File: config.mk
export PLATFORM = sky130hd
export DESIGN_NAME = adc_burst_averager_flat
export DESIGN_NICKNAME = d
export VERILOG_FILES = /design/src/rtl/adc_pkg.sv /design/src/rtl/adc_burst_averager_if.sv /design/src/rtl/channel_accumulator.sv /design/src/rtl/adc_burst_averager.sv /design/src/flat_wrapper.sv
export SDC_FILE = /design/constraint.sdc
export NUM_CORES = 1
export LEC_CHECK = 0
export ABC_AREA = 1
export CAP_MARGIN = 20
export CELL_PAD_IN_SITES_DETAIL_PLACEMENT = 0
export CELL_PAD_IN_SITES_GLOBAL_PLACEMENT = 1
export CORE_MARGIN = 2
export CORE_UTILIZATION = 34
export CTS_CLUSTER_SIZE = 25
export DETAILED_ROUTE_END_ITERATION = 8
export GPL_TIMING_DRIVEN = 0
export HOLD_SLACK_MARGIN = 0.03
export PLACE_DENSITY_LB_ADDON = 0.25
export SLEW_MARGIN = 40
export SYNTH_ARGS = -nofsm -noshare
export SYNTH_HDL_FRONTEND = slang
export SYNTH_SLANG_ARGS = --single-unit
File: constraint.sdc
create_clock -name clk_20M -period 4.3 [get_ports clk_20M]
set_input_delay 0.43 -clock clk_20M [delete_from_list [all_inputs] [get_ports clk_20M]]
set_output_delay 0.43 -clock clk_20M [all_outputs]
set_load 0.02 [all_outputs]
File: src/rtl/adc_pkg.sv
// Shared defaults and FSM encoding for the ADC burst averager.
package adc_pkg;

  localparam int unsigned DefSampleW = 12;
  localparam int unsigned DefLog2N   = 7;

  typedef enum logic {
    StIdle,
    StAccum
  } avg_state_e;

endpackage

File: src/rtl/adc_burst_averager_if.sv
// Sample input, result output and status bundle between the ADC front end and the averager.
interface adc_burst_averager_if import adc_pkg::*; #(
  parameter int unsigned SAMPLE_W = DefSampleW
) ();

  logic                burst_start;
  logic                sample_valid;
  logic [SAMPLE_W-1:0] pdata1;
  logic [SAMPLE_W-1:0] pdata2;
  logic [SAMPLE_W-1:0] avg1;
  logic [SAMPLE_W-1:0] avg2;
  logic [SAMPLE_W:0]   diff;
  logic                result_valid;
  logic                result_ready;
  logic                busy;
  logic                overrun;

  // Producer/consumer side: drives samples and accepts results.
  modport master (
    output burst_start, sample_valid, pdata1, pdata2, result_ready,
    input  avg1, avg2, diff, result_valid, busy, overrun
  );

  // Averager side.
  modport slave (
    input  burst_start, sample_valid, pdata1, pdata2, result_ready,
    output avg1, avg2, diff, result_valid, busy, overrun
  );

endinterface

File: src/rtl/channel_accumulator.sv
// One channel's burst accumulator; avg_o is the truncated average of the sum including the
// sample currently presented, so the top can capture it on the final sample's edge.
module channel_accumulator #(
  parameter int unsigned SampleW = 12,
  parameter int unsigned Log2N   = 7
) (
  input  logic               clk_i,
  input  logic               rst_i,
  input  logic               clr_i,
  input  logic               en_i,
  input  logic [SampleW-1:0] sample_i,
  output logic [SampleW-1:0] avg_o
);

  localparam int unsigned AccW = SampleW + Log2N;

  logic [AccW-1:0] acc_q, acc_d, sum_incl;

  assign sum_incl = acc_q + {{Log2N{1'b0}}, sample_i};
  assign avg_o    = sum_incl[AccW-1:Log2N];

  // Next sum: clear wins over accumulate.
  always_comb begin
    acc_d = acc_q;
    if (clr_i) begin
      acc_d = '0;
    end else if (en_i) begin
      acc_d = sum_incl;
    end
  end

  // Accumulator register.
  always_ff @(posedge clk_i or posedge rst_i) begin
    if (rst_i) begin
      acc_q <= '0;
    end else begin
      acc_q <= acc_d;
    end
  end

endmodule

File: src/rtl/adc_burst_averager.sv
// Burst averager: accumulates 2^LOG2_N sample pairs per burst and presents per-channel
// averages plus their signed difference through a valid/ready result register.
module adc_burst_averager import adc_pkg::*; #(
  parameter int unsigned SAMPLE_W = DefSampleW,
  parameter int unsigned LOG2_N   = DefLog2N
) (
  input logic                   clk_20M,
  input logic                   reset,
  adc_burst_averager_if.slave   bus
);

  localparam logic [LOG2_N-1:0] CntOne = {{(LOG2_N-1){1'b0}}, 1'b1};

  avg_state_e          state_q, state_d;
  logic [LOG2_N-1:0]   cnt_q, cnt_d;
  logic [SAMPLE_W-1:0] avg1_q, avg1_d, avg2_q, avg2_d;
  logic [SAMPLE_W:0]   diff_q, diff_d;
  logic                rv_q, rv_d;
  logic                ovr_q, ovr_d;

  logic [SAMPLE_W-1:0] avg1_new, avg2_new;
  logic                sample_take, last_sample;

  // A coincident burst_start discards the sample on that cycle.
  assign sample_take = bus.sample_valid && (state_q == StAccum) && !bus.burst_start;
  assign last_sample = sample_take && (cnt_q == '1);

  channel_accumulator #(
    .SampleW (SAMPLE_W),
    .Log2N   (LOG2_N)
  ) u_acc1 (
    .clk_i    (clk_20M),
    .rst_i    (reset),
    .clr_i    (bus.burst_start),
    .en_i     (sample_take),
    .sample_i (bus.pdata1),
    .avg_o    (avg1_new)
  );

  channel_accumulator #(
    .SampleW (SAMPLE_W),
    .Log2N   (LOG2_N)
  ) u_acc2 (
    .clk_i    (clk_20M),
    .rst_i    (reset),
    .clr_i    (bus.burst_start),
    .en_i     (sample_take),
    .sample_i (bus.pdata2),
    .avg_o    (avg2_new)
  );

  // FSM next state and sample counter.
  always_comb begin
    state_d = state_q;
    cnt_d   = cnt_q;
    unique case (state_q)
      StIdle: begin
        if (bus.burst_start) begin
          state_d = StAccum;
          cnt_d   = '0;
        end
      end
      StAccum: begin
        if (bus.burst_start) begin
          cnt_d = '0;
        end else if (sample_take) begin
          cnt_d = cnt_q + CntOne;
          if (last_sample) begin
            state_d = StIdle;
          end
        end
      end
      default: state_d = StIdle;
    endcase
  end

  // Result registers, handshake and sticky overrun.
  always_comb begin
    avg1_d = avg1_q;
    avg2_d = avg2_q;
    diff_d = diff_q;
    rv_d   = rv_q;
    ovr_d  = ovr_q;
    if (rv_q && bus.result_ready) begin
      rv_d = 1'b0;
    end
    if (last_sample) begin
      avg1_d = avg1_new;
      avg2_d = avg2_new;
      diff_d = {1'b0, avg1_new} - {1'b0, avg2_new};
      rv_d   = 1'b1;
      if (rv_q && !bus.result_ready) begin
        ovr_d = 1'b1;
      end
    end
  end

  // State, counter and result register bank.
  always_ff @(posedge clk_20M or posedge reset) begin
    if (reset) begin
      state_q <= StIdle;
      cnt_q   <= '0;
      avg1_q  <= '0;
      avg2_q  <= '0;
      diff_q  <= '0;
      rv_q    <= 1'b0;
      ovr_q   <= 1'b0;
    end else begin
      state_q <= state_d;
      cnt_q   <= cnt_d;
      avg1_q  <= avg1_d;
      avg2_q  <= avg2_d;
      diff_q  <= diff_d;
      rv_q    <= rv_d;
      ovr_q   <= ovr_d;
    end
  end

  assign bus.avg1         = avg1_q;
  assign bus.avg2         = avg2_q;
  assign bus.diff         = diff_q;
  assign bus.result_valid = rv_q;
  assign bus.busy         = (state_q == StAccum);
  assign bus.overrun      = ovr_q;

endmodule

File: src/flat_wrapper.sv
// flat-port wrapper written by rule: the top's interface ports become plain ports
module adc_burst_averager_flat import adc_pkg::*;
#(
  parameter int unsigned SAMPLE_W = DefSampleW,
  parameter int unsigned LOG2_N   = DefLog2N
)
  (clk_20M, reset, bus_burst_start, bus_sample_valid, bus_pdata1, bus_pdata2, bus_result_ready, bus_avg1, bus_avg2, bus_diff, bus_result_valid, bus_busy, bus_overrun);
  adc_burst_averager_if #(.SAMPLE_W(SAMPLE_W)) bus_i ();
  input logic clk_20M;
  input logic reset;
  input wire logic [$bits(bus_i.burst_start)-1:0] bus_burst_start;
  input wire logic [$bits(bus_i.sample_valid)-1:0] bus_sample_valid;
  input wire logic [$bits(bus_i.pdata1)-1:0] bus_pdata1;
  input wire logic [$bits(bus_i.pdata2)-1:0] bus_pdata2;
  input wire logic [$bits(bus_i.result_ready)-1:0] bus_result_ready;
  output wire logic [$bits(bus_i.avg1)-1:0] bus_avg1;
  output wire logic [$bits(bus_i.avg2)-1:0] bus_avg2;
  output wire logic [$bits(bus_i.diff)-1:0] bus_diff;
  output wire logic [$bits(bus_i.result_valid)-1:0] bus_result_valid;
  output wire logic [$bits(bus_i.busy)-1:0] bus_busy;
  output wire logic [$bits(bus_i.overrun)-1:0] bus_overrun;
  assign bus_i.burst_start = bus_burst_start;
  assign bus_i.sample_valid = bus_sample_valid;
  assign bus_i.pdata1 = bus_pdata1;
  assign bus_i.pdata2 = bus_pdata2;
  assign bus_i.result_ready = bus_result_ready;
  assign bus_avg1 = bus_i.avg1;
  assign bus_avg2 = bus_i.avg2;
  assign bus_diff = bus_i.diff;
  assign bus_result_valid = bus_i.result_valid;
  assign bus_busy = bus_i.busy;
  assign bus_overrun = bus_i.overrun;
  adc_burst_averager #(.SAMPLE_W(SAMPLE_W), .LOG2_N(LOG2_N)) u_core (.clk_20M(clk_20M), .reset(reset), .bus(bus_i));
endmodule
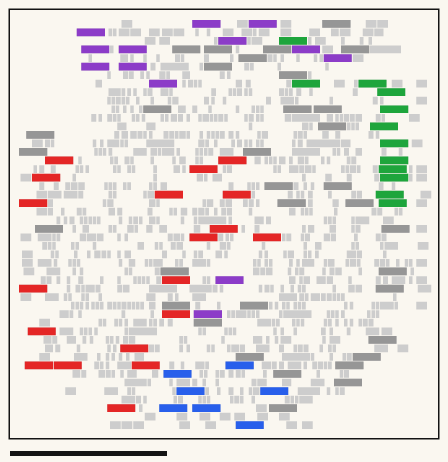
Run 1: register map, names as in the netlist
The bar under the picture is 50 µm long. Other sequential cells in the stronger gray, the rest of the logic in the fainter gray.
[`u_core.u_acc1.acc_q`] red | sequential cells: 19
[`u_core.bus.avg2`] green | sequential cells: 12
[`u_core.bus.diff`] purple | sequential cells: 13
[`u_core.cnt_q`] blue | sequential cells: 7 | where: bottom center
not colored: 34
Final Core Density: 0.4214
register area: 2127 µm²

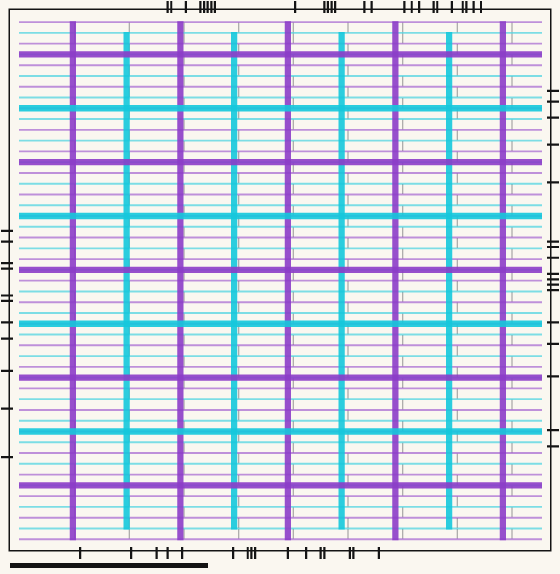
Run 1: supply network
The bar under the picture is 50 µm long. Pins as bars on the die edge. Tap cells in gray.
[VSS] purple
[VDD] cyan
met5 straps: 9
tap cells: 225
met1 rails: 49
met4 straps: 9
Peak VDD IR: 0.2156 mV
die y size: 136.3 µm
core area: 17,240 µm²

==> run summary, run 1 <==
flow finished, numbers: RR Endpoint=u_core.bus.diff[9]$_DFFE_PP0P_, Pins Over Slew Limit=0, Top cells by area=dfrtp_1 (36%), nand2_1 (20%), nand3_1 (7.5%), Inserted Clock Buffers=9, die x size=136.3 µm, crit path from=bus_pdata2[0], Worst Path Required=4.55 ns, Post-Route WL=18.05 mm, Max-Cap Viols=0, leading area contributor after synthesis=dfrtp_1, crit path DAT=3.89 ns, CTS tree=built, initial antenna violation count=0, WHS=0.4358 ns, # diodes=0, largest net degree at the start of global routing=51, delay-heaviest family, CP=simple AND/OR/NAND/NOR gates, R2R Path Start=u_core.u_acc2.acc_q[0]$_DFFE_PP0P_, crit end category=flip-flop, Starting DRT DRC Count=310, layout cells sized above 1=0.06681, IO Port Bufs=68, Cell Area, Synth=5954 µm², Post-Syn Nets=934, outcome=finished, final reports clean, CP most frequent cell=nand2_1, ao+oa area frac=0.09351, total grt overflow=0, Hold-fix buffers, CTS=0, Worst Reg-to-Reg Cells=19, yosys cell count=873, CP bufs+invs=2, startpoint types=input pin, Worst path depth=20, WL/cell=15.26 µm, nets=1,014, XOR Share, Synth=0.02059, sequential area share after synthesis=0.3572, Syn. warnings=0, Filler cells=1,815, relative slew slack=0.4601, R2R setup slack=0.78 ns, mux contribution to synthesized area=0, CP max-delay cell=fa_1, minimum clock period=3.642 ns, synth unique cells=36
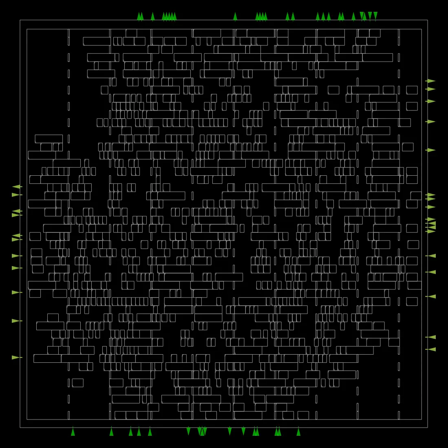
Run 1: cell placement
Finished Layout Cells: 1,183
FP Rows: 48
Seq area share: 0.2929
Flop Count: 85

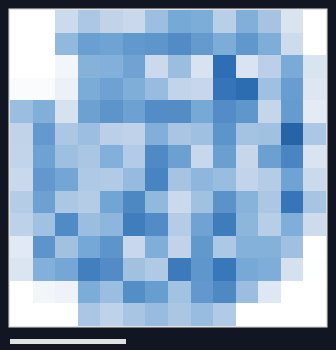
Run 1: placement density heat map
The bar under the picture is 50 µm long. 14 x 14 tiles, from white (low) to dark blue (high), 0 to 100% covered.
fullest tile: 79%
mean over tiles: 38%
tiles over 75% full: 1.0%
nearly empty tiles: 10%
fp_density: 0.3455

## run 1: layout by cell type, fill, tap and decap left out, drive strengths merged, types with 2 or more instances in the layout
master,count
o22ai,12
xor2,8
buf,2
nand4,16
nand2,340
inv,115
o21ai,47
fa,3
xnor2,6
dfrtp,85
and2,8
o21bai,3
nor2,56
clkdlybuf4s50,68
a21oi,16
nor3,5
o31ai,5
nand3,91
a31oi,5
ha,29
and3,2
clkbuf,26
## run 1: synthesized netlist by cell type
cell      count
o21ai_0      47
a21o_1        1
and3_1        2
dfrtp_1      85
a21oi_2       2
nand3_1      89
xor2_1        8
o21a_1        1
o31ai_1       5
a32o_1        1
and2_1        8
nor2_2        9
o32ai_1       1
nand3_2       2
a31oi_1       4
a21oi_1      14
o21bai_1      1
inv_2         2
nand4_1      16
nor2_4        1
a21boi_2      1
nand2_2      25
buf_2         1
fa_1          3
o21bai_2      2
nor3_1        5
clkbuf_1     17
inv_1       109
o221ai_1      1
xnor2_1       6
a31oi_2       1
nor2_1       46
o22ai_1      12
nand3b_1      1
nand2_1     315
ha_1         29
## run 1: cells by family after synthesis
group           count (synthesis)
fa+ha+maj                      32
buf+inv                       129
compound gates                 94
simple gates                  519
flops                          85
xor+xnor                       14
## run 1: metal layers
| metal | track usage | vias up | part of all wire |
|---|---|---|---|
| li1 | - | 2971 | - |
| met1 | 0.2831 | 2611 | 0.49 |
| met2 | 0.3395 | 74 | 0.46 |
| met3 | 0.02908 | 17 | 0.029 |
| met4 | 0.05324 | 0 | 0.013 |
| met5 | 0 | - | 0 |
## run 1: report_power, final
| group | leakage, nW | internal (mW) | switching [mW] |
|---|---|---|---|
| clock | 0.150 | 0.464 | 0.382 |
| combinational | 2.44 | 0.305 | 0.602 |
| sequential | 1.16 | 0.838 | 0.0297 |
| total | 3.75 | 1.61 | 1.01 |
## run 1: area by class of cell
class	count	area, µm²	area share
plain buffers	18	68.82	0.009475
clock inverters	7	88.84	0.01223
clock buffers	9	225.2	0.03101
flip-flops and latches	85	2127	0.2929
inverters	111	421.7	0.05805
well taps	225	281.5	0.03876
repair buffers	69	708.2	0.09750
multi-input cells	659	3342	0.4601
## run 1: through the flow
stage / util / instances / total power [mW] / cell area, µm²
3_3_place_gp: 0.4013 / 1166 / 1.788 / 6917
3_5_place_dp: 0.4032 / 1167 / 1.793 / 6949
2_1_floorplan: - / 873 / 1.535 / 5954
4_1_cts: 0.4214 / 1183 / 2.644 / 7263
5_1_grt: 0.4214 / 1183 / 2.812 / 7263
6_report: 0.4214 / 1183 / 2.621 / 7263
## run 1: state kept, by name, summed over array words and instances (netlist names)
signal and flops:
u_core.bus.diff 13, u_core.bus.overrun 1, u_core.cnt_q 7, u_core.bus.avg1 12
u_core.u_acc1.acc_q 19, u_core.bus.busy 1, u_core.bus.avg2 12, u_core.bus.result_valid 1
u_core.u_acc2.acc_q 19
## Run 2: what changed since run 1
clock period = 3.3 ns   (was 4.3 ns; I/O delays follow)
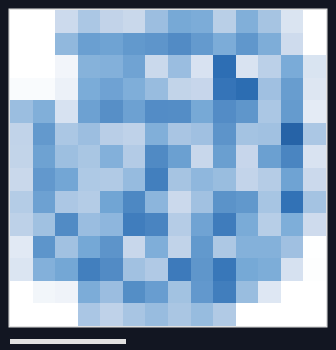
Run 2: placement density heat map
The bar under the picture is 50 µm long. 14 x 14 tiles, from white (low) to dark blue (high), 0 to 100% covered.
nearly empty tiles: 10%
mean over tiles: 38%
fullest tile: 79%
tiles over 75% full: 1.0%
Final Core Density: 0.4239

==> run summary, run 2 <==
flow finished, numbers: H-tree depth=3, die x size=136.3 µm, nets=1,014, leading area contributor after synthesis=dfrtp_1, WL/cell=15.27 µm, # IOs=69, crit path DAT=3.37 ns, largest net degree at the start of global routing=51, Total GRT Usage=0.2060, CTS tree=built, sequential area share after synthesis=0.3572, clock share of power=0.320, dpl cell area=6949 µm², syn_area_per_cell=6.821 µm², Final HPWL DP=14.37 mm, post-DR vias/cell=4.803, Vias=5,682, Worst Path Required=3.55 ns, vias in the first global route=5,586, count of library flops with an enable pin=0, DRT antenna net count=0, worst setup margin=0.1777 ns, setup violators final=0, Cell Area, Synth=5954 µm², die y size=136.3 µm, overall power after layout=3.448 mW, Inserted Clock Buffers=9, area share, top type=0.3572, Worst Skew=0.009121 ns, top achievable clock speed=320.3 MHz, switching share of power=0.3874, Finished Layout Cells=1,183, internal power=2.112 mW, relative slew slack=0.4688, IO Port Bufs=68, Post-Syn Nets=934, Final TNS setup=0 ns, Post-Route WL=18.06 mm, Top cells by area=dfrtp_1 (36%), nand2_1 (20%), nand3_1 (7.5%), most common cell in the synthesized netlist=nand2_1, Max-Cap Viols=0, initial antenna violation count=0, Peak VDD IR=0.2810 mV, yosys cell count=873, Flop pwr share=0.328, Crit Path Max Fanout=5, die area=18,590 µm², fp_density=0.3455, Starting DRT DRC Count=297, clk sinks=85, core area=17,240 µm², Pins Over Slew Limit=0, synth cell count leaders=nand2_1 (315), inv_1 (109), nand3_1 (89), top logic cell by instance count in the layout=nand2_1, minimum clock period=3.122 ns, RSZ-0062 raised after global routing=true, cycle use final=0.9462, outcome=finished, final reports clean, Post-Place Setup Slack=-0.6604 ns, Setup CP Type=in2reg, Logic pwr share=0.352, WHS=0.3340 ns, Root Driver=clkbuf_16, Dominant flop cell=dfrtp_1, dpl cells=1,167, Async SR Flop Fraction=1.000, Syn. warnings=0, synth unique cells=36, TritonRoute pass-1 iters=5, layout cells sized above 1=0.07516, Top cells excl fill/tap=nand2_1 (314), inv_1 (108), nand3_1 (89), dfrtp_1 (85), clkdlybuf4s50_1 (68), crit end category=flip-flop, clock-pin slew of the registers on the worst-case setup and hold paths=0.07 ns, FP Rows=48, gpl congestion=0.8256, finished layout cell area=7306 µm², worst-margin pin slew=0.7939 ns, count of tool warnings=27, total grt overflow=0, Net Switching=1.336 mW, CTS Buffer Depth=2, startpoint types=input pin, # diodes=0
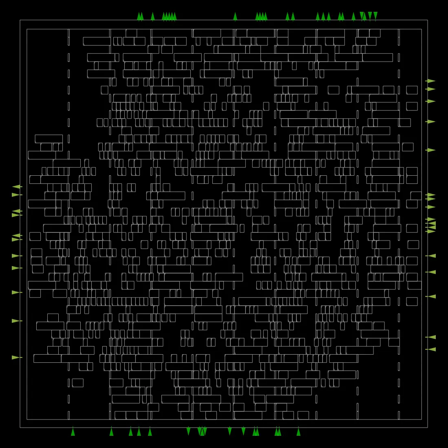
Run 2: cell placement
Filler cells: 1,809
tapcell count: 225
Seq area share: 0.2911

[run 2: cell counts after synthesis]
Identical to the previous run, type by type.
[run 2: final timing paths]
kind / start / end / slack, ns / cells after the start
max in group asynchronous: reset / u_core.u_acc2.acc_q[4]$_DFFE_PP0P_ / 2.39 / 3
min in group clk_20M: u_core.bus.overrun$_DFFE_PP0P_ / u_core.bus.overrun$_DFFE_PP0P_ / 0.48 / 1
setup / recovery: bus_pdata2[0] / u_core.bus.diff[9]$_DFFE_PP0P_ / 0.18 / 20
hold / removal: reset / u_core.bus.overrun$_DFFE_PP0P_ / 0.33 / 2
setup reg to reg: u_core.u_acc2.acc_q[0]$_DFFE_PP0P_ / u_core.bus.diff[9]$_DFFE_PP0P_ / 0.20 / 19
hold reg to reg: u_core.bus.overrun$_DFFE_PP0P_ / u_core.bus.overrun$_DFFE_PP0P_ / 0.48 / 1
[run 2: cells by family after synthesis]
group                      count (synthesis)  share of synthesized area
adders and majority gates                 32                    0.07102
AOI/OAI and AO/OA                         94                    0.09351
xor gates and xnor gates                  14                    0.02059
DFF                                       85                     0.3572
buffers and inverters                    129                    0.08153
and+or+nand+nor                          519                     0.3761
[run 2: final cells by class]
| cell class | count | area (µm²) | area share |
|---|---|---|---|
| buffer | 18 | 68.82 | 0.009419 |
| clock buffer | 9 | 225.2 | 0.03083 |
| clock inverter | 7 | 88.84 | 0.01216 |
| inverter | 111 | 421.7 | 0.05772 |
| multi-input combinational | 659 | 3385 | 0.4633 |
| sequential | 85 | 2127 | 0.2911 |
| tap | 225 | 281.5 | 0.03853 |
| timing repair buffer | 69 | 708.2 | 0.09693 |
[run 2: what timing repair did]
item,in CTS,in global routing
setup endpoints to repair,8,5
hold buffers,0,0
pin swaps,0,1
buffers inserted,0,0
gates resized,3,7
[run 2: power by group through the flow]
stage / sequential [mW] / clock, mW / combinational (mW)
CTS: 1.13 / 1.12 / 1.20
global placement: 1.15 / 0 / 1.18
floorplan: 1.14 / 0 / 0.860
global route: 1.14 / 1.16 / 1.39
detailed placement: 1.15 / 0 / 1.19
finish: 1.13 / 1.10 / 1.21
[run 2: metal layers]
metal	GRT usage	up-vias	share of wire
li1	-	2976	-
met1	0.2831	2605	0.49
met2	0.3403	83	0.46
met3	0.02908	18	0.030
met4	0.05324	0	0.014
met5	0	-	0
[run 2: critical path: stages]
cell,delay [ns]
clkdlybuf4s50_1,0.42
ha_2,0.23
fa_2,0.43
nand3_1,0.10
nand3_2,0.12
nand2_1,0.10
nand2_2,0.11
xnor2_4,0.18
ha_1,0.29
inv_1,0.04
o21ai_2,0.14
nand2_1,0.10
nand2_2,0.10
nand2_2,0.07
o21bai_2,0.16
nand2_1,0.10
nand2_1,0.09
nand3_1,0.07
nand3_1,0.13
nand2_1,0.06
Power figures rest on the tool's default switching activity, not on a simulated workload.
